run_1/registers.png
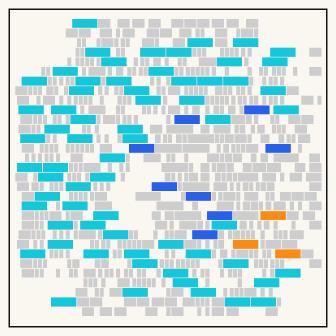
run_1/cell_classes.png
The bar under the picture is 20 microns long.
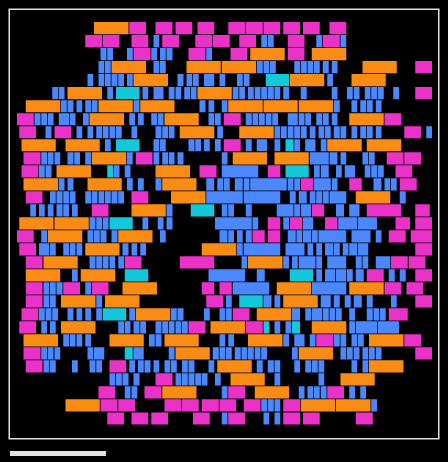
run_1/pdn.png
Pins as bars on the die edge. Tap cells in gray.
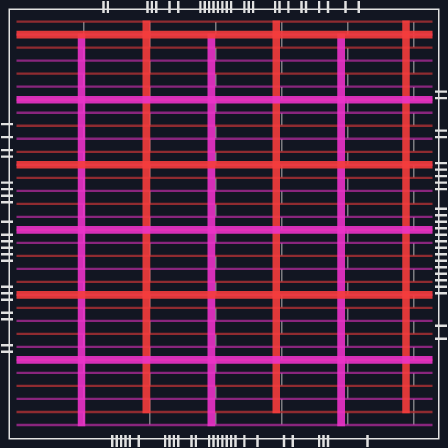
**src/rtl/demux_stream_1ton.sv**
```systemverilog
// Registered 1-to-N stream demultiplexer with one holding register per channel.
// Routes by in_sel (mode 0) or by a round-robin pointer (mode 1).
module demux_stream_1ton #(
    parameter int WIDTH = 8,
    parameter int N     = 8,
    parameter int SELW  = $clog2(N)
) (
    input  logic               clk,
    input  logic               rst,
    input  logic               in_valid,
    output logic               in_ready,
    input  logic [WIDTH-1:0]   in_data,
    input  logic [SELW-1:0]    in_sel,
    input  logic               mode,
    output logic [N-1:0]       out_valid,
    input  logic [N-1:0]       out_ready,
    output logic [N*WIDTH-1:0] out_data,
    output logic [SELW-1:0]    cur_ch,
    output logic               drop_err
);

    logic [SELW-1:0]           tgt;
    logic                      range_ok;
    logic                      accept;
    logic                      load;
    logic [N-1:0]              valid_q;
    logic [N-1:0][WIDTH-1:0]   data_q;

    assign tgt      = mode ? cur_ch : in_sel;
    assign range_ok = (32'(tgt) < 32'(N));

    // Out-of-range targets are always consumed so the producer never hangs.
    always_comb begin
        in_ready = 1'b1;
        if (range_ok) begin
            in_ready = !valid_q[tgt] || out_ready[tgt];
        end
    end

    assign accept    = in_valid && in_ready;
    assign load      = accept && range_ok;
    assign out_valid = valid_q;
    assign out_data  = data_q;

    always_ff @(posedge clk) begin
        if (rst) begin
            valid_q  <= '0;
            data_q   <= '0;
            cur_ch   <= '0;
            drop_err <= 1'b0;
        end else begin
            for (int k = 0; k < N; k++) begin
                if (load && (tgt == SELW'(k))) begin
                    valid_q[k] <= 1'b1;
                    data_q[k]  <= in_data;
                end else if (out_ready[k]) begin
                    valid_q[k] <= 1'b0;
                end
            end
            drop_err <= accept && !range_ok;
            if (accept && mode) begin
                cur_ch <= (cur_ch == SELW'(N - 1)) ? '0 : cur_ch + 1'b1;
            end
        end
    end

endmodule

```
**config.mk**
```make
export PLATFORM = sky130hd
export DESIGN_NAME = demux_stream_1ton
export DESIGN_NICKNAME = d
export VERILOG_FILES = /design/src/rtl/demux_stream_1ton.sv
export SDC_FILE = /design/constraint.sdc
export NUM_CORES = 1
export LEC_CHECK = 0
export ABC_AREA = 1
export CAP_MARGIN = 20
export CORE_UTILIZATION = 48
export DETAILED_ROUTE_END_ITERATION = 10
export PLACE_DENSITY = 0.8
export SLEW_MARGIN = 5
export SYNTH_ARGS = -nofsm -noshare
export SYNTH_HDL_FRONTEND = slang
export SYNTH_SLANG_ARGS = --single-unit
```
**constraint.sdc**
```tcl
create_clock -name clk -period 2.3 [get_ports clk]
set_input_delay 0.46 -clock clk [delete_from_list [all_inputs] [get_ports clk]]
set_output_delay 0.46 -clock clk [all_outputs]
set_load 0.01 [all_outputs]
```
==> results.txt, run 1 <==
run results: Final Skew between 0.006 and 0.007 ns, Dominant flop cell dfxtp_1, status finished clean, Largest register FFs roughly 64, Max-Cap Viols 0, number of remaining DRC errors 0, crit-path cells dlygate4sd2_1 -> buf_12 -> inv_4 -> nand2_4 -> nand2_8 -> nand2_2 -> nand2_1 -> nand2_1 -> nand2_1 -> nand3_2 -> nand2_2 -> inv_2 -> buf_6, total grt overflow 0, FP Core Util about half, Comb pwr share 17.5%, Detailed Place HPWL between 6 and 7 mm, asr flop ratio synth 0%, root buf cell clkbuf_8, max layer used met4, setup_tns 0 ns, Synth Warn # 0, hold_ws slightly below 0.5 ns, Worst-Margin Slew around 0.52 ns, layout cells sized above 1 11.0%, Int Pwr 0.00198 W, WL/cell ~13 microns, post-cts resize count 11, post-synthesis sequential area ratio between 40% and 50%, Peak VDD IR ~0.43 mV, M2 GR Usage roughly two fifths, met2 wire length between 4 and 5 mm, cts hold-fix bufs 0, H-tree depth 3, worst setup path startpoint mode, and+or+nand+nor area frac just over 40%, Post-synth area hogs dfxtp_1 41%, nand2_1 16%, nor2_1 15%, final worst-path setup slack 0.135 ns, I/O Pins about 100, Area leader share 40.9%, Data buffer area share 22.7%, Sw Pwr 0.000743 W, Layout fillers about 640, worst relative slew slack 65.0%, Seq pwr share between 50% and 60%, most frequent CP cell nand2_1, fa+ha+maj area frac 0.681%, Top cell excl fill/tap nand2_1, Clk. pwr ~0.00086 W, yosys aoi share about 2.0%, clk buf depth 2, CP peak stage delay approximately 0.26 ns, metal3 WL between 500 and 600 microns, 1st-pass router iterations 4, met1 Track Usage GR between 20 and 30%, clk slew on worst S/H paths about 0.070 ns, registers between 70 and 80, Non-clk bufs ~110, Syn Nets between 500 and 600, Num CTS Buffers 9, Mapped Cells approximately 540, Top Consumer registers, IO buf count between 90 and 100, Yosys top cell by area dfxtp_1, crit start category primary input, GRT Overall Usage 23.7%, tool warnings 26, Vias about 3400, Layout clock buffers 12, comb. cell area ~1700 sq um, Setup crit end kind output port, EDFF count, synth 0, clock sink count 75, Cell Type Count 24, Well Taps 99, Post-Place Cells 721, CP top delay family buffers and inverters, CP Capture Point in_ready, Crit path depth 13, Nets roughly 660, #FFs+latches synth 75, setup repair after global routing missed its margin no, Setup CP Type primary input to output port, grt peak-use layer met2
Notes on registers.png above:
- out_valid: blue (flops 8)
- cur_ch: orange (flops 3)
- out_data: cyan (flops 64; where widely spread)
Seq area share: 30.9%
Power Sequential: 0.00138 W
FF+latch area: 1500 sq um

Notes on cell_classes.png above:
- all other logic: blue (cells 438)
- other buffers and delay cells: magenta (cells 111)
- flip-flops: orange (cells 75)
- clock drivers and dummy loads: cyan (cells 15)
# rows: 31
fin area: 4860 sq um
Final Util: 66.4%

Notes on pdn.png above:
- VDD: red
- VSS: magenta
- rows: 31
- met1 rails: 32
- signal pins: 100
Die H: 89.5 microns
Core ar.: 7330 sq um
die width: 89.5 microns

run_1/final_congestion.png
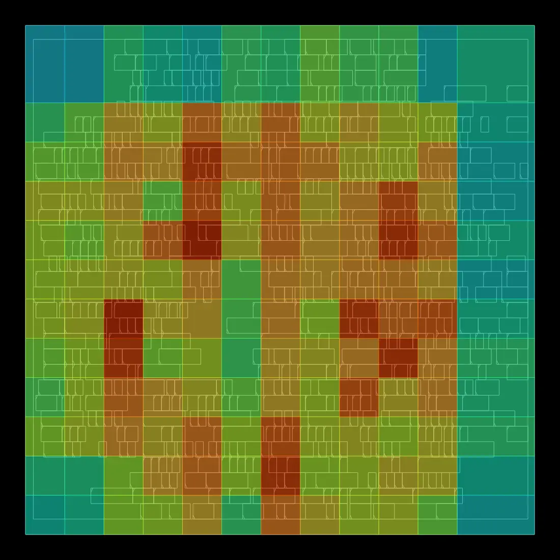

--- run 2 (diff from run 1) ---
CORE_ASPECT_RATIO = 1.2   (was unset)
GPL_ROUTABILITY_DRIVEN = 0   (was unset)
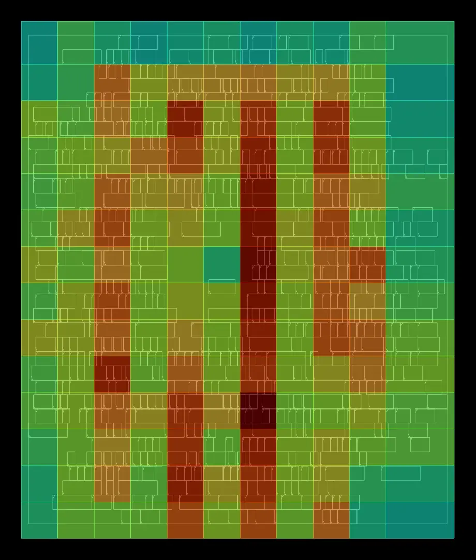
run_2/final_congestion.png
Final Util: 66.8%
met3 usage: 5.51%
GRT Overall Usage: 23.7%
WL/cell: 12.3 microns

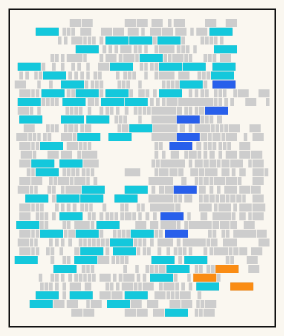
run_2/registers.png
- cur_ch: orange (flops 3)
- out_data: cyan (flops 64)
- out_valid: blue (flops 8)
Seq area share: 30.7%

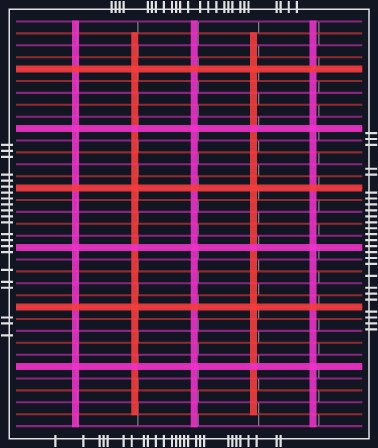
run_2/pdn.png
Pins as bars on the die edge. Tap cells in gray.
- VSS: magenta
- VDD: red
- signal pins: 100
- met4 straps: 5
Peak VDD IR: 0.374 mV
Core ar.: 7320 sq um
die width: 81.9 microns
Die H: 97.8 microns

==> run 2 against run 1 <==
Against the previous run:
- via count down 1.3%
- largest power group unchanged
- sequential share of layout area down 0.14 points
- sequential power about the same
- clock skew is 0.0020 ns higher
- critical endpoint unchanged
- global-route usage down 0.067 points
- register-to-register slack is essentially flat
- first-iteration DRC count decreased by 17%
- critical path type unchanged
- routed wire length is 2.9% lower
- flip-flop count did not move
- total power is 6.7% higher
==> results.txt, run 2 <==
run results: status finished clean, total grt overflow 0, Mapped Cells 542, Worst-Margin Slew ~0.5 ns, 1st-pass router iterations 4, Crit path depth 10, post-cts resize count 9, Setup crit end kind output port, Post-Place Cells 715, Power Sequential 0.00138 W, FF+latch area approximately 1500 sq um, Seq pwr share 47.7%, root buf cell clkbuf_8, Largest register FFs around 64, Post-synth area hogs dfxtp_1 41%, nand2_1 16%, nor2_1 15%, # rows 34, Layout fillers 630, Syn Nets ~570, CP Capture Point in_ready, fa+ha+maj area frac less than 1%, IO buf count 98, Top cell excl fill/tap nand2_1, max layer used met4, Setup CP Type primary input to output port, met2 wire length 4.51 mm, comb. cell area about 1600 sq um, and+or+nand+nor area frac between 40 and 50%, worst setup path startpoint in_sel[1], CP peak stage delay ~0.47 ns, CP top delay family buffers and inverters, Clk. pwr between 0.001 and 0.0015 W, Yosys top cell by area dfxtp_1, crit-path cells clkdlybuf4s50_1 -> inv_2 -> o21ai_4 -> nand3_1 -> nand2_1 -> inv_1 -> nand3_2 -> nand2_1 -> inv_2 -> buf_6, setup_tns 0 ns, asr flop ratio synth 0%, I/O Pins about 100, Num CTS Buffers 9, crit start category primary input, clk buf depth 2, clk slew on worst S/H paths about 0.07 ns, post-synthesis sequential area ratio around two fifths, H-tree depth 3, cts hold-fix bufs 0, final worst-path setup slack between 0.09 and 0.1 ns, Top Consumer registers, fin area approximately 4900 sq um, Area leader share just over 40%, clock sink count roughly 75, Detailed Place HPWL around 6.3 mm, EDFF count, synth 0, M2 GR Usage around 41%, met1 Track Usage GR 28.0%
Power figures rest on the tool's default switching activity, not on a simulated workload.
